==> config.mk <==
export PLATFORM = sky130hd
export DESIGN_NAME = div_ctrl
export DESIGN_NICKNAME = d
export VERILOG_FILES = /design/src/rtl/div_ctrl.sv
export SDC_FILE = /design/constraint.sdc
export NUM_CORES = 1
export LEC_CHECK = 0
export CAP_MARGIN = 20
export CORE_ASPECT_RATIO = 1.1
export CORE_MARGIN = 2
export CORE_UTILIZATION = 35
export DETAILED_ROUTE_END_ITERATION = 8
export GPL_TIMING_DRIVEN = 0
export PLACE_DENSITY_LB_ADDON = 0.1
export SETUP_SLACK_MARGIN = 0.05
export SYNTH_ARGS = -nofsm -noshare
export SYNTH_HDL_FRONTEND = slang
export SYNTH_SLANG_ARGS = --single-unit
==> constraint.sdc <==
create_clock -name clk -period 1.88 [get_ports clk]
set_clock_uncertainty 0.1 [all_clocks]
set_input_delay 0.376 -clock clk [delete_from_list [all_inputs] [get_ports clk]]
set_output_delay 0.376 -clock clk [all_outputs]
set_load 0.05 [all_outputs]
Figure 1. Placed cells, one color a class.
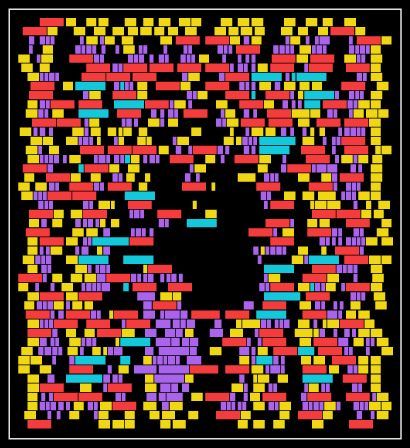
Yellow stands for other buffers and delay cells, cells 315, share of their area 34%. Purple stands for all other logic, cells 440, share of their area 25%. Red stands for flip-flops, cells 134, share of their area 33%. Cyan stands for clock drivers and dummy loads, cells 32, share of their area 7.6%.
final design utilization: 62.0%
sequential cell area share: 31.7%
Placeable Area: 13700 µm²

Figure 2. Placement density heat map.
Bar = 20 µm. 12 x 13 tiles, from black (low) to pale yellow (high), 0 to 100% covered.
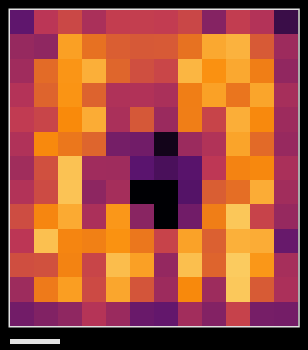
The mean over all tiles is 56%. 1.9% of the tiles are nearly empty. The fullest tile reaches 89%. The emptiest ninth of the die: center. 21% of the tiles are over 75% full.
Core Density at Floorplan: 35.4%

Figure 3. Supply network.
Bar = 20 µm. Pins as bars on the die edge.
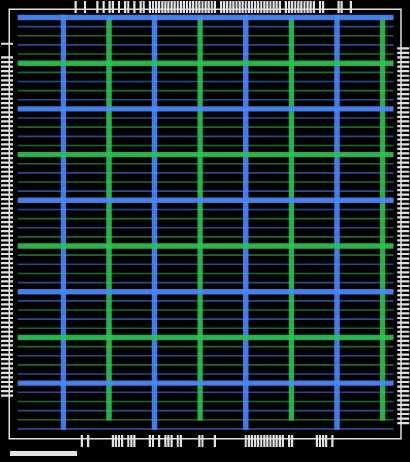
Blue stands for VSS. Green stands for VDD.
The core has 45 rows. 9 straps on met5. 8 straps on met4. 268 signal pins sit on the boundary.
largest vdd supply drop: 0.607 mV
horizontal die dimension: 116 µm
vertical die dimension: 127 µm

Figure 4. Nets reached from selected ports.
Bar = 20 µm.
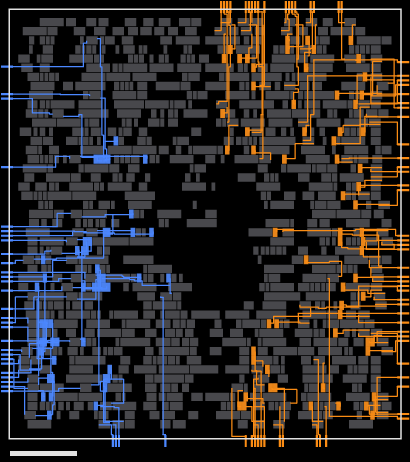
Orange stands for div_result_i, bits 64, direction input, edge 35 right, 18 top, 11 bottom, end cells 64, buffers 64, wire 1660 µm. Blue stands for op_b_i, bits 32, direction input, edge 28 left, 4 bottom, end cells 41, buffers 32, wire 1090 µm.
top-level I/O count: 268
count of port buffers added during placement: 266

==> run notes <==
The full implementation flow was run.

The flow ran to the end, but the final reports show violations. The checks that failed: setup timing. The critical path in this run is classified as register to output port. The delay of the slowest cell on the worst path stands at 0.37 ns.

The most used flip-flop cell after synthesis is sky130_fd_sc_hd__dfxtp_1. Setup repair after global routing could not meet its margin everywhere. Per the post-route antenna check, the number of violating nets is 0.

The worst setup path is captured at an output port. The synthesized design spends more area on one cell type than any other, namely sky130_fd_sc_hd__dfxtp_1. The iteration count recorded for the first detailed-route pass is 4. The number of vias per cell stands at 4.63. The number of sinks handled by clock tree synthesis stands at 134. The total setup violations reported at the end of the flow stands at 1.

The number of diodes added for antenna fixing stands at 0. The mapped cell area stands at 4840 µm². The total of hold buffers inserted after clock tree synthesis stands at 0.

For met3 alone, demand over resource in global routing was 8.87%. The script computed a power per unit cell area of 1180 nW/µm². The shortest clock period the worst path allows after layout stands at 1.92 ns. Timing analysis after detailed placement gives a worst setup slack of -0.654 ns. The via count of the first global-routing pass stands at 4992. The clock transition at the registers of the reported paths stands at 0.06 ns. The count of different cell masters after synthesis stands at 29. The met1 demand-to-capacity share in global routing stands at 22.1%.

According to the Yosys statistics, the synthesized design has a chip area of 4840 µm². Headroom to the max-slew limit came out at 60.6%. For this sky-water flow run, the detailed-routed wirelength per cell is reported as 14.5 µm. The half-perimeter wire length after placement stands at 12.2 mm. The worst setup path is launched from a register.

Data on the critical path is required at its endpoint by 1.40 ns. The maximum clock rate stands at 0.520 GHz. The initialized floorplan defines 45 standard-cell rows. The aggregate routed wire length stands at 16.0 mm.

The number of cells upsized or downsized after cts stands at 186. The H-tree level count stands at 4. Recorded from the global router log, the overflow total was 0. The most critical hold endpoint after final layout shows a slack of 0.349 ns. The DRC violations left stands at 0. The summed negative setup slack over all endpoints stands at -0.0437 ns. The area growth from synthesis to layout is 75.4%. The count of mapped cells out of synthesis stands at 616. In this run, synthesis produced a sequential element count of 134.

The signal on the critical path passes through inv_4 > ha_4 > inv_2 > a21oi_2 > nor2_2 > buf_6. Yosys stat counts 616 cells in the synthesized netlist. The top cell type in the final layout, fill and taps aside, is sky130_fd_sc_hd__nand2_1. The clock passes through at most 2 buffers. The count of placed standard cells in the final layout, fillers left out stands at 1109. Per the repair_timing log after CTS, setup buffers inserted total 1.

In this run the register-to-register setup slack is 0.09 ns. The count of vias placed by the detailed router stands at 5134. The share of async-settable or async-resettable flops after synthesis stands at 0%. The most common logic cells in the final layout are 258 x sky130_fd_sc_hd__nand2_1, 132 x sky130_fd_sc_hd__dfxtp_1, 131 x sky130_fd_sc_hd__clkdlybuf4s50_1. The worst hold path cell count stands at 2. The number of CTS-inserted buffers stands at 17. Looking at the clock tree report, the root buffer type is sky130_fd_sc_hd__clkbuf_16. The global placer's final weighted congestion stands at 0.790. The worst-margin pin slew stands at 0.591 ns. The initial antenna violation count stands at 0.

After detailed placement, the total cell area comes to 7750 µm². The routing usage on met2 stands at 36.9%. The completed layout was analyzed and its total power is 10000 µW. The number of nets in the synthesized netlist is 757. In this run the worst hold path is classified as register to register. For the worst flop-to-flop path, the logic depth is 9.

The first global-routing pass estimated 24.2 mm of wire. Yosys printed 0 warnings. The share of final-layout standard cells stronger than drive strength 1 stands at 9.88%. Endpoints failing hold in the final report were tallied at 0. Summed over all routing layers, the global router reports a total usage of 21.2%. The arrival time of data at the worst endpoint is listed as 1.45 ns. The timing report shows that the slowest cell on the worst path is sky130_fd_sc_hd__dfxtp_4.

In this run, synthesis inferred 0 flip-flops with an integrated enable. Sorting the synthesized cells by area gives the leading types as sky130_fd_sc_hd__dfxtp_1 55%, sky130_fd_sc_hd__nand2_1 20%, sky130_fd_sc_hd__a21oi_1 13%. The summed area of non-filler cells in the final layout stands at 8490 µm². The reported max-cap violation count stands at 0. The post-placement cell count stands at 1070. TritonCTS built the clock tree. Per the synthesis report, the single largest cell type by area occupies 55.4% of cell area.

Per the timing report, the biggest fanout along the worst path comes to 4. Entering global routing, the biggest net connects 17 pins. Warnings raised by the tools during the run amount to 33. The chip occupies 14800 µm². The net total in the final layout stands at 1049. The sequential element share of the synthesized area stands at 55.4%. The clock latency at the later pin of the worst-skew pair stands at 0.41 ns. The mean instance size in the synthesized netlist stands at 7.86 µm². The critical path in the final layout is reported with a setup slack of -0.0437 ns. The first-iteration detailed-routing DRC count stands at 233. The global router reports that the layer with the highest usage is met2. The portion of the clock cycle consumed by the worst path in the final layout stands at 102%. The power report puts the leakage power at 0.00362 µW. Max-slew check failures listed in the final report amount to 0.
[where the power goes]
group	total (µW)	internal [µW]	switching [µW]
combinational	3210	1160	2050
sequential	3320	3150	169
clock	3510	2320	1190
[critical path: cells and delay by family (launching register included)]
| kind | cells | cell delay [ns] |
|---|---|---|
| AND-OR/OR-AND | 1 | 0.12 |
| AND/OR/NAND/NOR | 1 | 0.05 |
| buffers and inverters | 3 | 0.23 |
| flip-flops | 1 | 0.37 |
| adder cells (fa/ha/maj) | 1 | 0.26 |
[final cells by class]
class	count	area, µm²
fill	1244	5190
sequential	134	2690
timing repair buffer	273	2560
multi-input combinational	434	2070
clock buffer	24	482
buffer	42	280
tap	188	235
clock inverter	8	144
inverter	6	27.5
[Yosys cell counts, types with 3 or more instances]
library cell and instances:
sky130_fd_sc_hd__a21oi_1 130, sky130_fd_sc_hd__buf_2 13, sky130_fd_sc_hd__clkbuf_1 27, sky130_fd_sc_hd__dfxtp_1 134
sky130_fd_sc_hd__ha_1 7, sky130_fd_sc_hd__inv_1 6, sky130_fd_sc_hd__nand2_1 259, sky130_fd_sc_hd__nand4_1 3
sky130_fd_sc_hd__nor2_1 3, sky130_fd_sc_hd__nor4_1 6
[cells by family (layout without fill, tap and decap cells)]
logic type | count (synthesis) | in the layout | share of synthesized area (%)
compound gates | 139 | 139 | 14.7
fa+ha+maj | 7 | 7 | 1.81
buf+inv | 48 | 353 | 4.06
flops | 134 | 134 | 55.4
mux | 2 | 2 | 0.414
simple gates | 286 | 286 | 23.6
[per-layer routing]
layer | vias to the layer above | share of wire (%)
met2 | 203 | 49
li1 | 2600 | -
met5 | - | 0
met1 | 2307 | 39
met3 | 24 | 9.8
met4 | 0 | 2.2
Power and IR drop assume default switching activity.
